$ cat src/rtl/sig_mac_accum_p_if.sv
// Operand/result bundle for sig_mac_accum_p: operand pair with framing in,
// completed vector sum with overflow flag out.
interface sig_mac_accum_p_if #(
  parameter int A_W   = 9,
  parameter int B_W   = 9,
  parameter int ACC_W = 19
);
  logic                    in_valid;
  logic                    in_last;
  logic signed [A_W-1:0]   dataa;
  logic signed [B_W-1:0]   datab;
  logic                    out_valid;
  logic signed [ACC_W-1:0] result;
  logic                    ovf;

  modport master (
    output in_valid, in_last, dataa, datab,
    input  out_valid, result, ovf
  );

  modport slave (
    input  in_valid, in_last, dataa, datab,
    output out_valid, result, ovf
  );
endinterface

$ cat src/rtl/sig_mac_accum_p.sv
// Pipelined signed multiply-accumulate: S1 operand regs, S2 product reg,
// S3 vector accumulator with saturating or wrapping arithmetic.
module sig_mac_accum_p #(
  parameter int A_W   = 9,
  parameter int B_W   = 9,
  parameter int ACC_W = 19,
  parameter int SAT   = 1
) (
  input  logic              clk,
  input  logic              aclr_n,
  input  logic              clken,
  input  logic              sload,
  sig_mac_accum_p_if.slave  bus
);
  localparam int P_W = A_W + B_W;
  localparam logic signed [ACC_W-1:0] ACC_MAX = {1'b0, {(ACC_W-1){1'b1}}};
  localparam logic signed [ACC_W-1:0] ACC_MIN = {1'b1, {(ACC_W-1){1'b0}}};

  if (ACC_W < A_W + B_W) begin : g_bad_width
    $error("sig_mac_accum_p: ACC_W must be >= A_W+B_W");
  end

  logic signed [A_W-1:0]   a_q;
  logic signed [B_W-1:0]   b_q;
  logic signed [P_W-1:0]   prod_q;
  logic [1:0]              vld_pipe;   // [0]=S1 valid, [1]=S2 valid
  logic [1:0]              last_pipe;
  logic signed [ACC_W-1:0] acc;
  logic                    first;
  logic                    ovf_acc;
  logic                    out_valid_q;
  logic signed [ACC_W-1:0] result_q;
  logic                    ovf_q;

  logic signed [ACC_W-1:0] base;
  logic signed [ACC_W:0]   sum;
  logic                    ovf_now;
  logic signed [ACC_W-1:0] acc_nxt;
  logic                    ovf_nxt;

  always_comb begin
    base    = first ? '0 : acc;
    sum     = (ACC_W+1)'(base) + (ACC_W+1)'(prod_q);
    ovf_now = sum[ACC_W] ^ sum[ACC_W-1];
    ovf_nxt = first ? ovf_now : (ovf_acc | ovf_now);
    acc_nxt = sum[ACC_W-1:0];
    if (SAT != 0) begin
      // once clamped, the rest of the vector stays pinned at the rail
      if (!first && ovf_acc)
        acc_nxt = acc;
      else if (ovf_now)
        acc_nxt = sum[ACC_W] ? ACC_MIN : ACC_MAX;
    end
  end

  always_ff @(posedge clk or negedge aclr_n) begin
    if (!aclr_n) begin
      a_q         <= '0;
      b_q         <= '0;
      prod_q      <= '0;
      vld_pipe    <= '0;
      last_pipe   <= '0;
      acc         <= '0;
      first       <= 1'b1;
      ovf_acc     <= 1'b0;
      out_valid_q <= 1'b0;
      result_q    <= '0;
      ovf_q       <= 1'b0;
    end else if (clken) begin
      if (sload) begin
        vld_pipe    <= '0;
        acc         <= '0;
        ovf_acc     <= 1'b0;
        out_valid_q <= 1'b0;
        first       <= 1'b1;
      end else begin
        a_q         <= bus.dataa;
        b_q         <= bus.datab;
        prod_q      <= P_W'(a_q) * P_W'(b_q);
        vld_pipe    <= {vld_pipe[0], bus.in_valid};
        last_pipe   <= {last_pipe[0], bus.in_valid & bus.in_last};
        out_valid_q <= vld_pipe[1] & last_pipe[1];
        if (vld_pipe[1]) begin
          acc     <= acc_nxt;
          ovf_acc <= ovf_nxt;
          first   <= last_pipe[1];
          if (last_pipe[1]) begin
            result_q <= acc_nxt;
            ovf_q    <= ovf_nxt;
          end
        end
      end
    end
  end

  assign bus.out_valid = out_valid_q;
  assign bus.result    = result_q;
  assign bus.ovf       = ovf_q;
endmodule

$ cat src/flat_wrapper.sv
// flat-port wrapper written by rule: the top's interface ports become plain ports
module sig_mac_accum_p_flat 
#(
  parameter int A_W   = 9,
  parameter int B_W   = 9,
  parameter int ACC_W = 19,
  parameter int SAT   = 1
)
  (clk, aclr_n, clken, sload, bus_in_valid, bus_in_last, bus_dataa, bus_datab, bus_out_valid, bus_result, bus_ovf);
  sig_mac_accum_p_if #(.A_W(A_W), .B_W(B_W), .ACC_W(ACC_W)) bus_i ();
  input  logic clk;
  input  logic aclr_n;
  input  logic clken;
  input  logic sload;
  input wire logic [$bits(bus_i.in_valid)-1:0] bus_in_valid;
  input wire logic [$bits(bus_i.in_last)-1:0] bus_in_last;
  input wire logic [$bits(bus_i.dataa)-1:0] bus_dataa;
  input wire logic [$bits(bus_i.datab)-1:0] bus_datab;
  output wire logic [$bits(bus_i.out_valid)-1:0] bus_out_valid;
  output wire logic [$bits(bus_i.result)-1:0] bus_result;
  output wire logic [$bits(bus_i.ovf)-1:0] bus_ovf;
  assign bus_i.in_valid = bus_in_valid;
  assign bus_i.in_last = bus_in_last;
  assign bus_i.dataa = bus_dataa;
  assign bus_i.datab = bus_datab;
  assign bus_out_valid = bus_i.out_valid;
  assign bus_result = bus_i.result;
  assign bus_ovf = bus_i.ovf;
  sig_mac_accum_p #(.A_W(A_W), .B_W(B_W), .ACC_W(ACC_W), .SAT(SAT)) u_core (.clk(clk), .aclr_n(aclr_n), .clken(clken), .sload(sload), .bus(bus_i));
endmodule
$ cat config.mk
export PLATFORM = sky130hd
export DESIGN_NAME = sig_mac_accum_p_flat
export DESIGN_NICKNAME = d
export VERILOG_FILES = /design/src/rtl/sig_mac_accum_p_if.sv /design/src/rtl/sig_mac_accum_p.sv /design/src/flat_wrapper.sv
export SDC_FILE = /design/constraint.sdc
export NUM_CORES = 1
export LEC_CHECK = 0
export CAP_MARGIN = 20
export CORE_UTILIZATION = 55
export DETAILED_ROUTE_END_ITERATION = 12
export DONT_BUFFER_PORTS = 1
export GPL_TIMING_DRIVEN = 0
export PLACE_DENSITY = 0.8
export SETUP_SLACK_MARGIN = 0.05
export SYNTH_ARGS = -nofsm -noshare
export SYNTH_HDL_FRONTEND = slang
export SYNTH_SLANG_ARGS = --single-unit
$ cat constraint.sdc
create_clock -name clk -period 14.65 [get_ports clk]
set_input_delay 2.93 -clock clk [delete_from_list [all_inputs] [get_ports clk]]
set_output_delay 2.93 -clock clk [all_outputs]
set_load 0.01 [all_outputs]
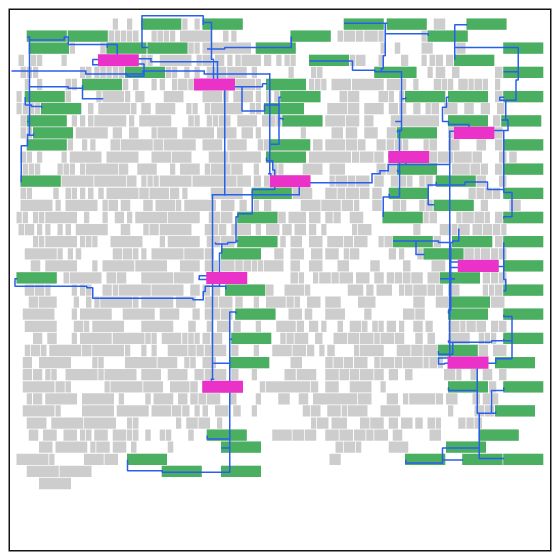
run_1/clk_routes.png
legend:
  blue:
    item: clock wires
    length: 1130 um
  green:
    item: flip-flops
    count: 82
  magenta:
    item: clock drivers
    count: 9
routed clock nets: 10

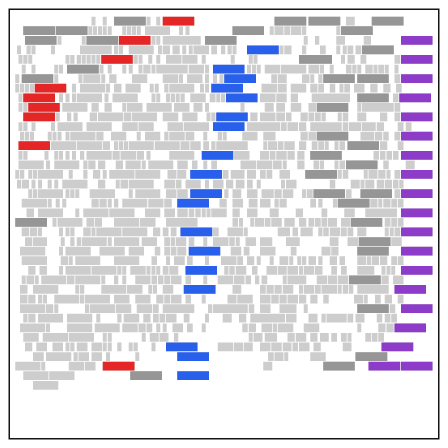
run_1/flops_by_reg.png
legend:
  purple:
    name_in_the_netlist: u_core.bus.result
    placed_flops: 19
  red:
    name_in_the_netlist: u_core.a_q
    placed_flops: 9
    where: north-west
  blue:
    name_in_the_netlist: u_core.prod_q
    placed_flops: 18

==> run_results.csv, run 1 <==
group,metric,value,unit
finish,diodes,0,
logic_synthesis,postSynthRegisterBits,82,
logic_synthesis,logic_family,"adder cells",
detailed_routing,routed_via_density,5.76,
logic_synthesis,yosys.area.top_type_share,25.8,%
status,outcome,"complete, no violations",
critical_path,crit_path_max_incr_delay,0.64,ns
logic_synthesis,netlist_instances,883,
clock_network,numCtsBuffers,9,
placed_design,placed_cells_incl_taps,1063,
critical_path,timing.critical_path.required,14.86,ns
logic_synthesis,synth_warnings,0,
logic_synthesis,mappedNetlistArea,7850,um^2
detailed_routing,drt_drc_violations_left,0,
sta,finalHoldViolCount,0,
critical_path,critical_path.slowest_cell,"sky130_fd_sc_hd__a2111oi_0",
floorplanning,design.die.area,14800,um^2
detailed_routing,drtIter0Drc,428,
clock_network,htree_num_levels,3,
power_and_ir_drop,power_group_with_the_highest_consumption,"combinational cells",
finish,net_total_in_the_final_layout,1046,
sta,max_clock_freq,178,MHz
logic_synthesis,postSynthSeqShare,26.2,%
floorplanning,placeableCoreArea,13900,um^2
critical_path,worst_r2r_path_depth,19,
global_route,first_global_vias,6270,
clock_network,cts_max_path_buffers,2,
hold_path,hold_depth,2,
logic_synthesis,yosys.cell_types.count,70,
critical_path,worst_setup_start_kind,"flip-flop",
finish,final_layout_size_suffix_gt1_share,4.56,%
detailed_routing,first_pass_iteration_count_of_the_detailed_router,5,
power_and_ir_drop,power_frac_comb,62.7,%
logic_synthesis,synth.largest_area_cell,"sky130_fd_sc_hd__dfrtp_1",
power_and_ir_drop,static-leakage-power,4.13,nW
power_and_ir_drop,combinationalPower,0.000971,W
floorplanning,pin_count,45,
global_route,aggregate_global_routing_overflow,0,
power_and_ir_drop,powerDensity,184,nW/um^2
detailed_routing,detail_route.wirelength,18200,um
run,cap_violations,0,
global_route,grt.total_usage,26.5,%
clock_network,post-cts-setup-buffers,0,
logic_synthesis,synth_area_per_cell,8.89,um^2
logic_synthesis,yosys.cell_count.top_type,"sky130_fd_sc_hd__nand2_1",
placed_design,hpwl,14400,um
logic_synthesis,netlist_top_cells_area,"sky130_fd_sc_hd__dfrtp_1 (26%), sky130_fd_sc_hd__fa_1 (18%), sky130_fd_sc_hd__ha_1 (9.1%)",
logic_synthesis,ys_chip_area,7850,um^2
clock_network,cts-hold-fix-buffers,0,
run,openroad.warnings,26,
finish,finalInstanceArea,8410,um^2
logic_synthesis,yosys_aoi_share,16.3,%
finish,layout_top_cell,"sky130_fd_sc_hd__nand2_1",
logic_synthesis,synthAdderAreaFrac,27.6,%
sta,finalSetupTns,0,ns
sta,final_max_slew_viol_count,0,
sta,timing.final.setup_violations,0,
logic_synthesis,netlist_top_cells_count,"sky130_fd_sc_hd__nand2_1 (164), sky130_fd_sc_hd__dfrtp_1 (81), sky130_fd_sc_hd__inv_1 (78)",
logic_synthesis,simple_gate_area_share,19.8,%
sta,finalWorstPathRequiredPeriod,5.62,ns
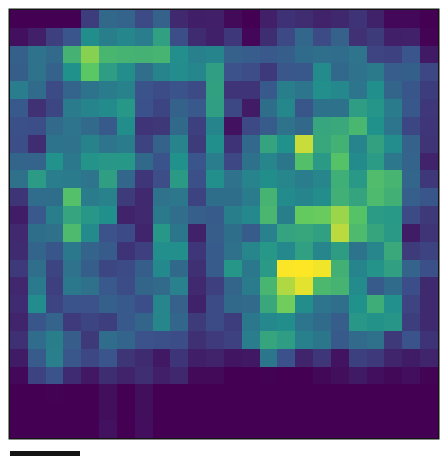
run_1/metal_density.png
The bar under the picture is 20 um long. The die is cut into 24 by 24 equal tiles; dark purple is low, yellow is high, scaled to the fullest tile. Values are wire area over tile area, all layers added.
tiles over half the peak: 16%
mean over tiles: 0.20
nearly empty tiles: 14%
densest ninth of the die: east
fullest tile: 0.66

==> run 1: through the flow <==
step                      hold slack, ns  total power (W)  worst slack (ns)
final                              0.466          0.00155              9.03
after global routing               0.512          0.00169              8.75
after CTS                          0.471          0.00155              9.06
after detailed placement           0.457          0.00127              9.09
after global placement             0.447          0.00124              9.17
after floorplan                    0.439          0.00108              9.63
==> run 1: worst paths after layout <==
| kind | from | endpoint | slack (ns) |
|---|---|---|---|
| max reg2reg | u_core.a_q[3] | u_core.prod_q[15] | 9.03 |
| max in group asynchronous | aclr_n | u_core.first | 12.16 |
| min | u_core.last_pipe[0] | u_core.last_pipe[1] | 0.47 |
| min in group asynchronous | aclr_n | u_core.bus.result[15] | 2.27 |
| min reg2reg | u_core.last_pipe[0] | u_core.last_pipe[1] | 0.47 |
| max | u_core.a_q[3] | u_core.prod_q[15] | 9.03 |
==> run 1: cell type report <==
| type | instances | area (um^2) | share of cell area [%] |
|---|---|---|---|
| inverters | 78 | 293 | 3.48 |
| flip-flops and latches | 82 | 2050 | 24.4 |
| clock buffers | 11 | 253 | 3.00 |
| plain buffers | 45 | 193 | 2.29 |
| clock inverters | 5 | 85.1 | 1.01 |
| well taps | 180 | 225 | 2.68 |
| multi-input cells | 678 | 5310 | 63.1 |
==> run 1: sequential cells by signal, indices dropped and copies added, names as in the netlist, 2 cells and up <==
register	flops
u_core.vld_pipe	2
u_core.last_pipe	2
u_core.a_q	9
u_core.b_q	9
u_core.bus.result	19
u_core.acc	19
u_core.prod_q	18
==> run 1: per-layer routing <==
layer  up-vias  share of wire [%]  global-route usage, %
li1       2992                  -                      -
met1      3026                 44                   33.4
met2       150                 49                   45.9
met3        43                3.4                   3.95
met4         0                3.3                   9.88
met5         -                  0                      0
## Run 2: what changed since run 1
--- a/config.mk
+++ b/config.mk
@@ -10,7 +10,7 @@
 export DETAILED_ROUTE_END_ITERATION = 12
 export DONT_BUFFER_PORTS = 1
 export GPL_TIMING_DRIVEN = 0
-export PLACE_DENSITY = 0.8
+export PLACE_DENSITY = 0.83
 export SETUP_SLACK_MARGIN = 0.05
 export SYNTH_ARGS = -nofsm -noshare
 export SYNTH_HDL_FRONTEND = slang
==> constraint.sdc (replaced) <==
create_clock -name clk -period 5.1 [get_ports clk]
set_input_delay 1.02 -clock clk [delete_from_list [all_inputs] [get_ports clk]]
set_output_delay 1.02 -clock clk [all_outputs]
set_load 0.01 [all_outputs]
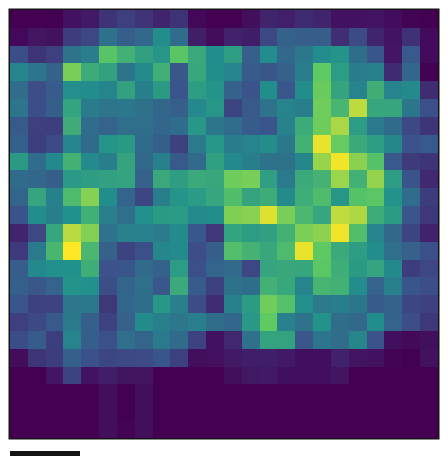
run_2/metal_density.png
The bar under the picture is 20 um long. The die is cut into 24 by 24 equal tiles; dark purple is low, yellow is high, scaled to the fullest tile. Values are wire area over tile area, all layers added.
mean over tiles: 0.21
tiles over half the peak: 25%
fullest tile: 0.62
emptiest ninth of the die: south-east
nearly empty tiles: 15%

==> run_results.csv, run 2 <==
group,metric,value,unit
sta,finalWorstPathRequiredPeriod,4.90,ns
finish,finalInstanceArea,8620,um^2
status,outcome,"complete, no violations",
finish,seq_area_share,24.0,%
sta,setup_ws,0.198,ns
power_and_ir_drop,power_frac_comb,64.4,%
logic_synthesis,synth_warnings,0,
finish,diodes,0,
global_route,groute.layer.met1.usage,33.6,%
finish,layout.comb_gates.multi_input,678,
critical_path,regToRegStartpoint,"u_core.b_q[2]",
sta,hold-worst-slack,0.346,ns
global_route,gr-max-usage-layer,"met2",
logic_synthesis,netlist_top_cells_count,"sky130_fd_sc_hd__nand2_1 (164), sky130_fd_sc_hd__dfrtp_1 (81), sky130_fd_sc_hd__inv_1 (78)",
sta,final_max_slew_viol_count,0,
placed_design,place_ws,-0.508,ns
power_and_ir_drop,combinationalPower,0.00304,W
logic_synthesis,netlist_top_cells_area,"sky130_fd_sc_hd__dfrtp_1 (26%), sky130_fd_sc_hd__fa_1 (18%), sky130_fd_sc_hd__ha_1 (9.1%)",
power_and_ir_drop,static-leakage-power,4.20,nW
sta,max_clock_freq,204,MHz
finish,final_layout_size_suffix_gt1_share,9.96,%
finish,clock_tree_area_fraction,3.73,%
clock_network,cts-hold-fix-buffers,0,
logic_synthesis,postSynthSeqShare,26.2,%
logic_synthesis,netlist_instances,883,
logic_synthesis,yosys.cell_types.count,70,
floorplanning,pin_count,45,
finish,flop_area,2070,um^2
finish,final.clkbuf_count,9,
finish,net_total_in_the_final_layout,1051,
finish,logic_area,5420,um^2
global_route,use_met2,45.7,%
critical_path,crit_path_max_incr_delay,0.63,ns
run,cap_violations,0,
sta,timing.final.setup_violations,0,
detailed_routing,drt_drc_violations_left,0,
logic_synthesis,yosys.area.top_type_share,25.8,%
detailed_routing,detail_route.wirelength,18900,um
global_route,grt.met3_usage,4.61,%
finish,comb_area_share,62.9,%
finish,dominant-cell-class,"logic gates",
logic_synthesis,synth.largest_area_cell,"sky130_fd_sc_hd__dfrtp_1",
run,openroad.warnings,28,
sta,finalSetupTns,0,ns
logic_synthesis,mappedNetlistArea,7850,um^2
power_and_ir_drop,powerDensity,547,nW/um^2
finish,layout_top_cell,"sky130_fd_sc_hd__nand2_1",
critical_path,slack_of_the_worst_reg_to_reg_path,0.20,ns
critical_path,worst_setup_start_kind,"flip-flop",
logic_synthesis,yosys.cell_count.top_type,"sky130_fd_sc_hd__nand2_1",
critical_path,rr_endpoint,"u_core.prod_q[17]",
sta,finalHoldViolCount,0,
placed_design,hpwl,14200,um
global_route,aggregate_global_routing_overflow,0,
logic_synthesis,synth_area_per_cell,8.89,um^2
clock_network,post-cts-setup-buffers,0,
critical_path,timing.critical_path.required,5.38,ns
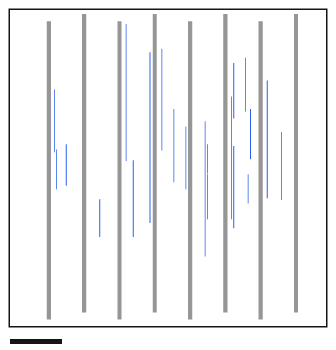
run_2/layer_met4.png
The bar under the picture is 20 um long. Supply wires on this layer in grey.
share of all routed wire: 3.2%
nets with wire on the layer: 19
longest straight run: 65.3 um
wire length on this layer: 606 um
main direction: vertical

run 2: netlist changes by cell type in the layout (fill, tap and decap cells not counted), sizes merged:
| cell | before | now |
|---|---|---|
| buf | 5 | 25 |
| clkbuf | 51 | 34 |
| inv | 79 | 81 |
| clkinvlp | 1 | 0 |
| clkinv | 1 | 2 |
run 2: layer usage:
| layer | share of wire (%) | vias up |
|---|---|---|
| met3 | 5.1 | 47 |
| li1 | - | 2998 |
| met2 | 50 | 208 |
| met5 | 0 | - |
| met1 | 42 | 3064 |
| met4 | 3.2 | 0 |
run 2: critical path: cells and delay by family (launching register included):
kind | cells | cell delay (ns)
buffers and inverters | 4 | 0.37
adders and majority gates | 6 | 2.87
DFF | 1 | 0.43
and+or+nand+nor | 5 | 1.05
AOI/OAI and AO/OA | 1 | 0.09
run 2: cells by family after synthesis:
logic type	share of synthesized area (%)
AND/OR/NAND/NOR	19.8
AND-OR/OR-AND	16.3
adder cells (fa/ha/maj)	27.6
buffers and inverters	6.18
flip-flops	26.2
XOR/XNOR	3.89
multiplexers	0.143
run 2: per-stage QoR:
stage | std cells | power (W)
2_1_floorplan | 883 | 0.00310
3_3_place_gp | 1063 | 0.00355
3_5_place_dp | 1063 | 0.00365
4_1_cts | 1065 | 0.00453
5_1_grt | 1084 | 0.00514
6_report | 1084 | 0.00471
run 2: how the worst max path moves through the flow:
stage	startpoint	to	slack [ns]	cells after the start
floorplan	u_core.b_q[2]	u_core.prod_q[15]	0.08	19
global placement	u_core.b_q[2]	u_core.prod_q[15]	-0.35	19
detailed placement	u_core.b_q[2]	u_core.prod_q[15]	-0.51	19
CTS	u_core.b_q[2]	u_core.prod_q[15]	0.04	18
global route	u_core.b_q[1]	u_core.prod_q[17]	-0.03	16
finish	u_core.b_q[2]	u_core.prod_q[17]	0.20	16
## Run 3: what changed since run 2
--- a/config.mk
+++ b/config.mk
@@ -12,6 +12,8 @@
 export GPL_TIMING_DRIVEN = 0
 export PLACE_DENSITY = 0.83
 export SETUP_SLACK_MARGIN = 0.05
+export SLEW_MARGIN = 20
 export SYNTH_ARGS = -nofsm -noshare
 export SYNTH_HDL_FRONTEND = slang
 export SYNTH_SLANG_ARGS = --single-unit
+export TNS_END_PERCENT = 1
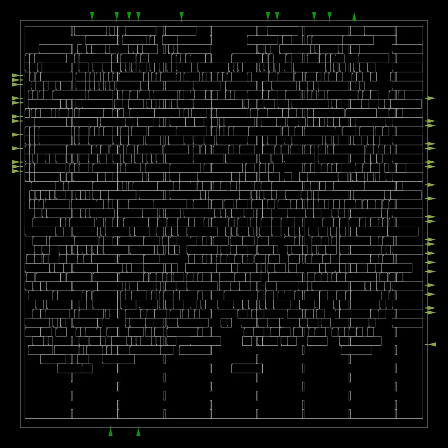
run_3/placement.png
Taps Inserted: 180
core area: 13900 um^2

==> run_results.csv, run 3 <==
group,metric,value,unit
logic_synthesis,netlist_top_cells_count,"sky130_fd_sc_hd__nand2_1 (164), sky130_fd_sc_hd__dfrtp_1 (81), sky130_fd_sc_hd__inv_1 (78)",
logic_synthesis,flop_cell,"sky130_fd_sc_hd__dfrtp_1",
logic_synthesis,postSynthSeqShare,26.2,%
finish,final_layout_size_suffix_gt1_share,9.96,%
clock_network,root_buffer,"sky130_fd_sc_hd__clkbuf_16",
sta,finalSetupTns,0,ns
sta,max_clock_freq,204,MHz
placed_design,place_ws,-0.508,ns
logic_synthesis,synth_warnings,0,
critical_path,crit_fanout,7,
global_route,grt.total_usage,26.8,%
status,outcome,"complete, no violations",
logic_synthesis,netlist_instances,883,
run,openroad.warnings,28,
power_and_ir_drop,seq_power_share,20.1,%
run,cap_violations,0,
sta,finalWorstPathRequiredPeriod,4.90,ns
critical_path,cp_num_buf_inv,4,
detailed_routing,routed_via_density,5.83,
clock_network,numCtsBuffers,9,
finish,layout_top_cell,"sky130_fd_sc_hd__nand2_1",
critical_path,slack_of_the_worst_reg_to_reg_path,0.20,ns
sta,slew-limit-headroom,51.5,%
logic_synthesis,yosys.cell_count.top_type,"sky130_fd_sc_hd__nand2_1",
logic_synthesis,yosys.area.top_type_share,25.8,%
power_and_ir_drop,static-leakage-power,4.20,nW
critical_path,regToRegStartpoint,"u_core.b_q[2]",
clock_network,numClockSinks,82,
logic_synthesis,synth_area_per_cell,8.89,um^2
critical_path,crit_start,"u_core.b_q[2]",
critical_path,worst_setup_start_kind,"flip-flop",
clock_network,htree_num_levels,3,
logic_synthesis,mappedNetlistArea,7850,um^2
critical_path,crit_end,"u_core.prod_q[17]",
detailed_routing,first_pass_iteration_count_of_the_detailed_router,6,
placed_design,placed_cells_incl_taps,1063,
critical_path,crit_path_max_incr_delay,0.63,ns
floorplanning,design.die.area,14800,um^2
logic_synthesis,ys_chip_area,7850,um^2
global_route,aggregate_global_routing_overflow,0,
finish,diodes,0,
logic_synthesis,yosys.cell_types.count,70,
clock_network,cts-hold-fix-buffers,0,
sta,finalHoldViolCount,0,
sta,final_max_slew_viol_count,0,
clock_network,cts_max_path_buffers,2,
critical_path,rr_endpoint,"u_core.prod_q[17]",
critical_path,worst_r2r_path_depth,16,
critical_path,cp.depth,16,
sta,layout_worst_path_cycle_share,96.1,%
sta,timing.final.setup_violations,0,
finish,layout.cells.non_filler,1084,
detailed_routing,detail_route.wirelength,19000,um
placed_design,hpwl,14200,um
finish,finalInstanceArea,8620,um^2
logic_synthesis,synth.largest_area_cell,"sky130_fd_sc_hd__dfrtp_1",
floorplanning,pin_count,45,
detailed_routing,drtIter0Drc,428,
logic_synthesis,netlist_top_cells_area,"sky130_fd_sc_hd__dfrtp_1 (26%), sky130_fd_sc_hd__fa_1 (18%), sky130_fd_sc_hd__ha_1 (9.1%)",
critical_path,critical_path.slowest_cell,"sky130_fd_sc_hd__fa_2",
finish,net_total_in_the_final_layout,1051,
global_route,first_global_vias,6210,
detailed_routing,drt_drc_violations_left,0,
power_and_ir_drop,powerDensity,547,nW/um^2
sta,setup_ws,0.198,ns
critical_path,timing.critical_path.required,5.38,ns
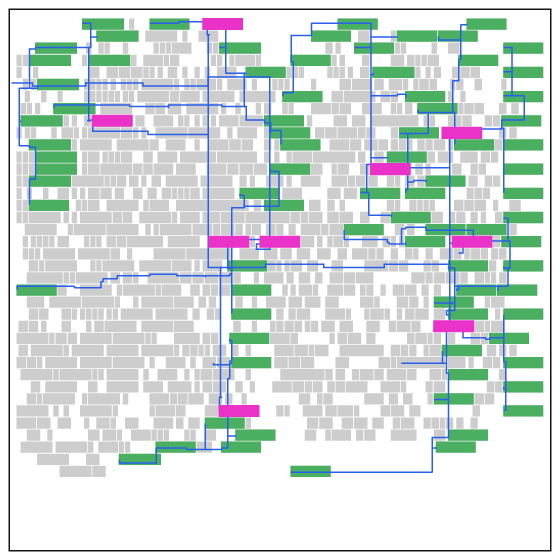
run_3/clk_routes.png
legend:
  blue:
    item: clock wires
    length: 1240 um
  green:
    item: flip-flops
    count: 82
  magenta:
    item: clock drivers
    count: 9
flops lie: all over the die

-- run 3: cell families after synthesis --
| group | count (synthesis) | share of synthesized area (%) |
|---|---|---|
| adders and majority gates | 131 | 27.6 |
| muxes | 1 | 0.143 |
| buffers and inverters | 123 | 6.18 |
| xor gates and xnor gates | 34 | 3.89 |
| and+or+nand+nor | 321 | 19.8 |
| DFF | 82 | 26.2 |
| AOI/OAI and AO/OA | 191 | 16.3 |
-- run 3: power by group through the flow --
stage / clock network [W] / logic [W] / registers, W
floorplan: 0 / 0.00221 / 0.000888
global placement: 0 / 0.00263 / 0.000919
detailed placement: 0 / 0.00273 / 0.000925
CTS: 0.000729 / 0.00285 / 0.000951
global route: 0.000759 / 0.00341 / 0.000970
finish: 0.000727 / 0.00304 / 0.000949
-- run 3: timing repair --
action	in CTS	in global routing
pin swaps	1	6
endpoints found under the setup margin	6	5
setup buffers	0	20
resized	14	20
-- run 3: layer usage --
layer	part of all wire, %	vias to the layer above	global-route usage [%]	wire [um]
li1	-	2999	-	-
met5	0	-	0	0
met4	3.0	0	11.0	567
met1	42	3058	33.6	7930
met3	5.3	45	4.61	1010
met2	50	223	45.6	9490
-- run 3: cell type report --
class                   instances  area (um^2)
multi-input cells             678         5420
fillers                      1149         5270
flip-flops and latches         82         2070
inverters                      78          293
clock buffers                   9          225
well taps                     180          225
repair buffers                 20          150
plain buffers                  30          136
clock inverters                 7         96.3
-- run 3: through the flow --
step | power [W] | utilization [%] | hold WS (ns)
CTS | 0.00453 | 60.6 | 0.349
detailed placement | 0.00365 | 58.2 | 0.472
floorplan | 0.00310 | - | 0.439
global route | 0.00514 | 62.1 | 0.341
global placement | 0.00355 | 58.2 | 0.450
finish | 0.00472 | 62.1 | 0.348
Power is estimated from default activity; no workload was simulated.
